`src/rtl/memory_arbiter_defs.sv`:
```
// Shared encodings for the memory write-stream arbiter.
package memory_arbiter_defs;

  typedef enum logic [1:0] {
    ST_IDLE    = 2'd0,
    ST_GRANT01 = 2'd1,
    ST_GRANT02 = 2'd2
  } arb_state_e;

  localparam logic [1:0] GRANT_NONE = 2'b00;
  localparam logic [1:0] GRANT_S01  = 2'b01;
  localparam logic [1:0] GRANT_S02  = 2'b10;

  // Identifies which requester finished the most recent packet.
  localparam logic OWNER_S01 = 1'b0;
  localparam logic OWNER_S02 = 1'b1;

endpackage

```
`src/rtl/axis_output_register.sv`:
```
// One-entry AXI-Stream register slice: holds tdata/tstrb/tlast and tvalid.
//
// Handshake: a beat moves across an interface on a clock edge where valid and
// ready are both high; once valid is raised, the payload stays stable until
// that edge. in_ready = !out_valid || out_ready, so a load and a drain can
// happen on the same edge and the slice sustains one beat per cycle.
module axis_output_register #(
  parameter int DATA_WIDTH = 32
) (
  input  logic                    clk,
  input  logic                    rst_n,
  input  logic                    in_valid,
  output logic                    in_ready,
  input  logic [DATA_WIDTH-1:0]   in_data,
  input  logic [DATA_WIDTH/8-1:0] in_strb,
  input  logic                    in_last,
  output logic                    out_valid,
  input  logic                    out_ready,
  output logic [DATA_WIDTH-1:0]   out_data,
  output logic [DATA_WIDTH/8-1:0] out_strb,
  output logic                    out_last
);

  assign in_ready = !out_valid || out_ready;

  // Load a new beat when space is available; otherwise drop valid once drained.
  always_ff @(posedge clk or negedge rst_n) begin
    if (!rst_n) begin
      out_valid <= 1'b0;
      out_data  <= '0;
      out_strb  <= '0;
      out_last  <= 1'b0;
    end else if (in_valid && in_ready) begin
      out_valid <= 1'b1;
      out_data  <= in_data;
      out_strb  <= in_strb;
      out_last  <= in_last;
    end else if (out_ready) begin
      out_valid <= 1'b0;
    end
  end

endmodule

```
`src/rtl/memory_stream_arbiter.sv`:
```
// Packet-granular two-requester round-robin arbiter in front of the memory
// write stream. A grant lasts until the owner's tlast beat is accepted; one
// IDLE cycle separates packets, and completed packets are counted per source.
module memory_stream_arbiter
  import memory_arbiter_defs::*;
#(
  parameter int DATA_WIDTH = 32,
  parameter int CNT_WIDTH  = 16
) (
  input  logic                    axis_aclk,
  input  logic                    axis_aresetn,
  input  logic [DATA_WIDTH-1:0]   s01_axis_tdata,
  input  logic [DATA_WIDTH/8-1:0] s01_axis_tstrb,
  input  logic                    s01_axis_tvalid,
  input  logic                    s01_axis_tlast,
  output logic                    s01_axis_tready,
  input  logic [DATA_WIDTH-1:0]   s02_axis_tdata,
  input  logic [DATA_WIDTH/8-1:0] s02_axis_tstrb,
  input  logic                    s02_axis_tvalid,
  input  logic                    s02_axis_tlast,
  output logic                    s02_axis_tready,
  output logic [DATA_WIDTH-1:0]   m01_axis_tdata,
  output logic [DATA_WIDTH/8-1:0] m01_axis_tstrb,
  output logic                    m01_axis_tvalid,
  output logic                    m01_axis_tlast,
  input  logic                    m01_axis_tready,
  output logic [1:0]              grant,
  output logic [CNT_WIDTH-1:0]    pkt_cnt01,
  output logic [CNT_WIDTH-1:0]    pkt_cnt02,
  output logic [1:0]              dbg_state
);

  localparam logic [CNT_WIDTH-1:0] CNT_ONE = {{(CNT_WIDTH-1){1'b0}}, 1'b1};

  arb_state_e state;
  logic       last_owner;
  logic       slot_ready;
  logic       acc01;
  logic       acc02;
  logic       load_valid;
  logic [DATA_WIDTH-1:0]   load_data;
  logic [DATA_WIDTH/8-1:0] load_strb;
  logic                    load_last;

  assign dbg_state = state;

  // Only the owner sees the output slot's readiness; the other side waits.
  assign s01_axis_tready = (state == ST_GRANT01) && slot_ready;
  assign s02_axis_tready = (state == ST_GRANT02) && slot_ready;

  assign acc01      = s01_axis_tvalid && s01_axis_tready;
  assign acc02      = s02_axis_tvalid && s02_axis_tready;
  assign load_valid = acc01 || acc02;

  // Steer the owner's payload into the output slice.
  always_comb begin
    load_data = s01_axis_tdata;
    load_strb = s01_axis_tstrb;
    load_last = s01_axis_tlast;
    if (state == ST_GRANT02) begin
      load_data = s02_axis_tdata;
      load_strb = s02_axis_tstrb;
      load_last = s02_axis_tlast;
    end
  end

  // Arbitration FSM: pick an owner in IDLE, release it on its accepted tlast.
  always_ff @(posedge axis_aclk or negedge axis_aresetn) begin
    if (!axis_aresetn) begin
      state      <= ST_IDLE;
      grant      <= GRANT_NONE;
      last_owner <= OWNER_S02;
      pkt_cnt01  <= '0;
      pkt_cnt02  <= '0;
    end else begin
      case (state)
        ST_IDLE: begin
          if (s01_axis_tvalid && (!s02_axis_tvalid || last_owner == OWNER_S02)) begin
            state <= ST_GRANT01;
            grant <= GRANT_S01;
          end else if (s02_axis_tvalid) begin
            state <= ST_GRANT02;
            grant <= GRANT_S02;
          end
        end
        ST_GRANT01: begin
          if (acc01 && s01_axis_tlast) begin
            state      <= ST_IDLE;
            grant      <= GRANT_NONE;
            last_owner <= OWNER_S01;
            pkt_cnt01  <= pkt_cnt01 + CNT_ONE;
          end
        end
        ST_GRANT02: begin
          if (acc02 && s02_axis_tlast) begin
            state      <= ST_IDLE;
            grant      <= GRANT_NONE;
            last_owner <= OWNER_S02;
            pkt_cnt02  <= pkt_cnt02 + CNT_ONE;
          end
        end
        default: begin
          state <= ST_IDLE;
          grant <= GRANT_NONE;
        end
      endcase
    end
  end

  axis_output_register #(
    .DATA_WIDTH(DATA_WIDTH)
  ) u_out_reg (
    .clk      (axis_aclk),
    .rst_n    (axis_aresetn),
    .in_valid (load_valid),
    .in_ready (slot_ready),
    .in_data  (load_data),
    .in_strb  (load_strb),
    .in_last  (load_last),
    .out_valid(m01_axis_tvalid),
    .out_ready(m01_axis_tready),
    .out_data (m01_axis_tdata),
    .out_strb (m01_axis_tstrb),
    .out_last (m01_axis_tlast)
  );

endmodule

```
`config.mk`:
```
export PLATFORM = sky130hd
export DESIGN_NAME = memory_stream_arbiter
export DESIGN_NICKNAME = d
export VERILOG_FILES = /design/src/rtl/memory_arbiter_defs.sv /design/src/rtl/axis_output_register.sv /design/src/rtl/memory_stream_arbiter.sv
export SDC_FILE = /design/constraint.sdc
export NUM_CORES = 1
export LEC_CHECK = 0
export ABC_AREA = 1
export ABC_CLOCK_PERIOD_IN_PS = 1200
export CORE_MARGIN = 2
export CORE_UTILIZATION = 39
export DETAILED_ROUTE_END_ITERATION = 7
export HOLD_SLACK_MARGIN = 0.02
export PLACE_DENSITY = 0.8
export REMOVE_ABC_BUFFERS = 1
export SYNTH_ARGS = -nofsm -noshare
export SYNTH_HDL_FRONTEND = slang
export SYNTH_SLANG_ARGS = --single-unit
```
`constraint.sdc`:
```
create_clock -name axis_aclk -period 1.2 [get_ports axis_aclk]
set_input_delay 0.18 -clock axis_aclk [delete_from_list [all_inputs] [get_ports axis_aclk]]
set_output_delay 0.18 -clock axis_aclk [all_outputs]
set_load 0.005 [all_outputs]
```
==> run_1/logic_types.png <==
Scale: 4 px per um.
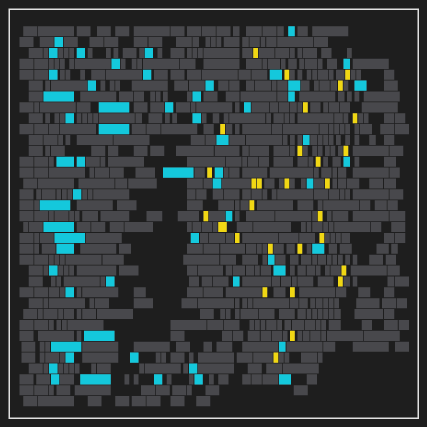
family	colour	cells
aoi and oai cells	cyan	58
inv cells	yellow	29
most numerous logic cell after layout: nand2_1
logic share of the area: 0.293
Non-Filler Instances: 877

==> run_1/congestion.png <==
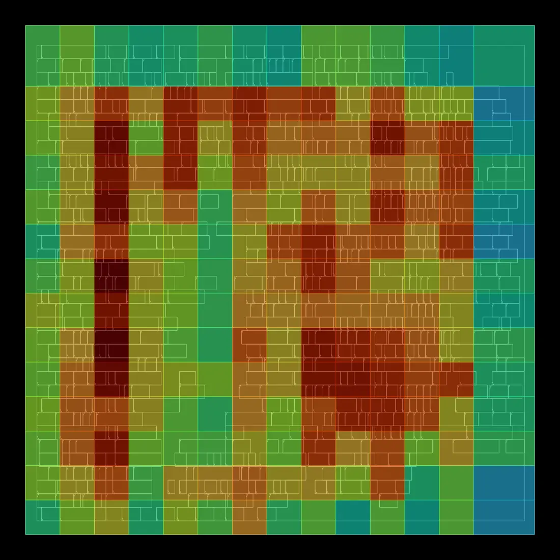
wire per inst: 16.5 um
Global Route met2 Usage: 0.427
GR Layer Usage met3: 0.0650
Final Util: 0.750

==> run_1/layer_met2.png <==
Scale: 3 px per um. Cells faint in the background.
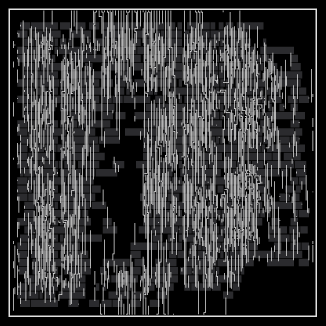
longest straight run	45.9 um
wire length on this layer	7650 um
share of all routed wire	53%
nets with wire on the layer	739
main direction	vertical
vias: 4563
drt total wl: 14.4 mm

==> run_1/layer_met3.png <==
Scale: 3 px per um.
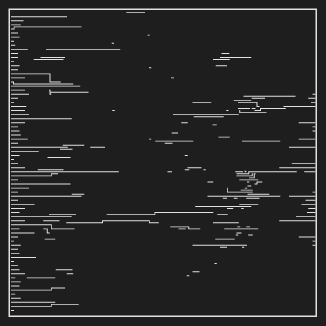
longest straight run	35.6 um
nets with wire on the layer	158
wire length on this layer	1170 um
main direction	horizontal
share of all routed wire	8.1%

==> Slide: Implementation Results, run 1 <==
Synthesis and Place & Route Summary

STA
  • Relative slew slack: 0.799
  • Hold Vio Cnt, Final: 0
  • Fin. max-slew vios: 0
  • Final setup fails: roughly 80
  • TNS Setup: -21.16 ns
  • RSZ-0062 raised after global routing: yes
  • Peak Freq: 0.632 GHz
  • Worst setup margin: -0.383 ns

Yosys
  • AO/OA Area Share: 0.0911
  • Post-synth ARST share: 1.00
  • Yosys chip area: roughly 3700 um2
  • EDFF count, synth: 0
  • Mapped Cells: 489
  • Seq/Total Area, Yosys: 0.489
  • Count leader, synth: nand2_1
  • Top post-synthesis cells by count: nand2_1, nor2_1, dfrtp_1, a31oi_1, inv_1
  • XORs/XNORs by Area: 0.0281
  • Syn_area_per_cell: approximately 7.6 um2
  • Yosys simple share: 0.320
  • Top cells by area, synth: dfrtp_1, nand2_1, nor2_1
  • Yosys reg bits: roughly 73
  • Cell taking the most area after synthesis: dfrtp_1

Pwr
  • Total power: between 10 and 15 mW
  • P per Cell Area: just under 2000 nW/um2
  • Pleak: 3.13 nW

Global routing
  • GRT Total Usage: 0.243
  • Initial antenna violation count: 0
  • Global-route met1 utilization: 0.284

Worst setup path
  • Reg2reg start: dbg_state[1]
  • CP Capture Type: flop
  • Number of cells on the critical path: 8
  • Setup crit end: pkt_cnt01[6]
  • Crit path cell chain: buf_6, nor2_4, nand3_4, nor2_4, buf_12, buf_4, o21ai_2, o21ai_1
  • CP top delay family: simple AND/OR/NAND/NOR gates
  • CP bufs+invs: 3
  • Critical Path Max Stage Delay: 0.47 ns
  • Critical path origin: dbg_state[1]
  • Critical-path maximum fanout: 6
  • Flop2flop setup slack: -0.38 ns
  • Slowest CP cell: dfrtp_2

Final layout
  • P&R area growth vs syn: 86.5%
  • Top flop regs: u_out_reg.out_data: 32 flops, pkt_cnt01: 16 flops, pkt_cnt02: 16 flops
  • Max FFs per register: 32
  • # nets final: slightly above 800

Placement
  • DP HPWL: 8.18 mm
  • Place WS: -0.522 ns
  • IO buf count: ~150

Clock tree
  • Clk latency late pin: 0.35 ns
  • H-tree levels: 3
  • CTS tree: done

Floorplanning
  • Row cnt: 35
  • Die y size: approximately 100 um
  • Core Region: between 9000 and 10000 um2
  • Floorplan Utilization: 0.402

Detailed routing
  • DR top layer: met4
  • Drc violations: 0
  • Wl on met1: 5.17 mm
  • Met3 wire length: about 1.2 mm
  • Pre-Repair DR Iteration Count: 5
  • Final ANT Viol Nets: 0

Run status
  • Status: complete, but fails checks
  • Failing checks: negative setup slack

Run
  • Tally of OpenROAD warnings: 27
## run 1: area by class of cell
| cell class | count | area [um2] | area share |
|---|---|---|---|
| Tap cell | 129 | 161 | 0.0232 |
| Clock buffer | 9 | 124 | 0.0178 |
| Multi-Input combinational cell | 367 | 2040 | 0.293 |
| Clock inverter | 7 | 77.6 | 0.0111 |
| Timing Repair Buffer | 263 | 2620 | 0.376 |
| Sequential cell | 73 | 1830 | 0.263 |
| Inverter | 29 | 111 | 0.0160 |
## run 1: power breakdown
group,internal [mW],switching (mW)
Sequential,3.35,0.580
Combinational,4.20,3.66
Clock,0.979,1.04
Total,8.53,5.28
## run 1: repair_timing
item,4_1_cts,5_1_grt
pin swaps,15,17
hold buffers,1,0
resized,183,114
endpoints found under the setup margin,148,118
hold endpoints to repair,43,0
gates cloned,1,6
buffers inserted,49,16
--- run 2 (diff from run 1) ---
- CORE_UTILIZATION: 39 -> 30
- CTS_CLUSTER_SIZE: default -> 16
- PLACE_DENSITY: 0.8 -> 0.65
==> run_2/sizes.png <==
Scale: 4 px per um.
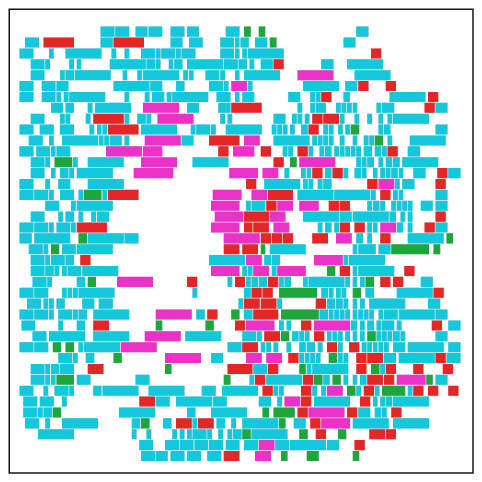
size	colour	cells	most used
_6 and larger	magenta	48	buf_6
_0 and _1 cells	cyan	543	nand2_1
_3 and _4 cells	red	108	buf_4
_2 cells	green	50	nor2_2
P&R area growth vs syn: 88.3%
Finished Cell Area: 7030 um2
bufs w/o clock: 264
worst setup margin: -0.381 ns

==> Slide: Implementation Results, run 2 <==
Synthesis and Place & Route Summary

Run status
  • Status: complete, but fails checks
  • Failing checks: negative setup slack

Yosys
  • Yosys chip area: 3730 um2 (unchanged)
  • Count leader, synth: nand2_1
  • Yosys reg bits: 73 (unchanged)
  • Post-synth ARST share: 1.00 (unchanged)
  • Syn_area_per_cell: 7.64 um2 (unchanged)
  • Top post-synthesis cells by count: nand2_1, nor2_1, dfrtp_1, a31oi_1, inv_1
  • Seq/Total Area, Yosys: 0.489 (unchanged)
  • Top cells by area, synth: dfrtp_1, nand2_1, nor2_1
  • EDFF count, synth: 0 (unchanged)

Detailed routing
  • Final ANT Viol Nets: 0 (unchanged)
  • Pre-Repair DR Iteration Count: 5 (unchanged)
  • Drt total wl: 12.5 mm (-13%)
  • Vias: 4222 (-7.5%)
  • DR top layer: met4
  • Met3 wire length: 791 um (-33%)
  • Drc violations: 0 (unchanged)

Worst setup path
  • Reg2reg start: dbg_state[0]
  • Slowest CP cell: dfrtp_1
  • Crit path cell chain: buf_6, buf_6, nor2_4, nand3_4, nand2_8, buf_12, clkbuf_16, a31oi_4
  • CP top delay family: buffers and inverters
  • Number of cells on the critical path: 8 (unchanged)
  • Critical path origin: dbg_state[0]
  • CP bufs+invs: 4 (+1)
  • Critical-path maximum fanout: 7 (+1)
  • Flop2flop setup slack: -0.38 ns (about the same)

STA
  • Peak Freq: 0.633 GHz (+0.17%)
  • RSZ-0062 raised after global routing: yes
  • Worst setup margin: -0.381 ns (+0.00268 ns)
  • Fin. max-slew vios: 0 (unchanged)
  • Final setup fails: 79 (-1.3%)
  • Relative slew slack: 0.757 (-0.0412)

Pwr
  • Power Clock: 2.52 mW (+25%)
  • Pleak: 3.22 nW (+2.9%)
  • Register share of total power: 0.281 (-0.004)
  • Clock power frac: 0.181 (+0.035)
  • Comb power: 7.48 mW (-4.8%)
  • P per Cell Area: 1980 nW/um2 (-0.28%)
  • Sw frac: 0.359 (-0.0231)
  • Psw: 4.99 mW (-5.4%)

Final layout
  • CLK BUF: 13 (+4)
  • Sequential share of cell area: 0.260 (-0.00252)
  • Multi-input gate area: 2040 um2 (-0.31%)
  • # nets final: 825 (+0.12%)
  • Most numerous logic cell after layout: nand2_1
  • Top flop regs: u_out_reg.out_data: 32 flops, pkt_cnt01: 16 flops, pkt_cnt02: 16 flops
  • Flops: 73 (unchanged)
  • Logic share of the area: 0.289 (-0.00371)
  • Logic inverters: 29 (unchanged)
  • FF+latch area: 1830 um2 (unchanged)

Clock tree
  • CTS tree: done
  • Clk latency late pin: 0.33 ns (-0.02 ns)
  • Post-CTS setup buffers: 43 (-12%)
  • H-tree levels: 3 (unchanged)
  • Hold buffer count at CTS: 1 (unchanged)
  • Post-cts resize count: 156 (-15%)

Placement
  • Place WS: -0.494 ns (+0.0274 ns)
  • IO buf count: 154 (unchanged)

Floorplanning
  • Floorplan Utilization: 0.310 (-0.0926)
  • Die y size: 116 um (+13%)
  • Core Region: 12100 um2 (+30%)
  • Row cnt: 40 (+14%)

Run
  • Tally of OpenROAD warnings: 27 (unchanged)

Global routing
  • Initial antenna violation count: 0 (unchanged)
==> run_2/congestion.png <==
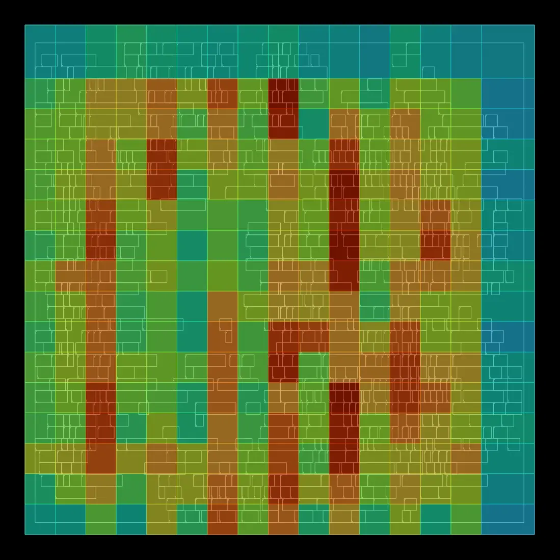
GR Layer Usage met3: 0.0403
Global Route met2 Usage: 0.308
Top Usage Layer GRT: met2

[run 2: worst paths after layout]
path / to
worst min-delay path: pkt_cnt02[4]
worst min register to register: last_owner
worst max-delay path: u_out_reg.out_data[7]
worst max register to register: u_out_reg.out_data[7]
max in group asynchronous: last_owner
min in group axis_aclk: u_out_reg.out_data[26]
[run 2: logic make-up (layout without fill, tap and decap cells)]
group                    count (synthesis)  count (layout)  share of synthesized area
AND/OR/NAND/NOR                        295             295                      0.320
flip-flops                              73              73                      0.489
AND-OR/OR-AND                           58              58                     0.0911
buffers and inverters                   49             309                     0.0643
XOR/XNOR                                12              12                     0.0281
adder cells (fa/ha/maj)                  2               2                    0.00670
Power figures rest on the tool's default switching activity, not on a simulated workload.
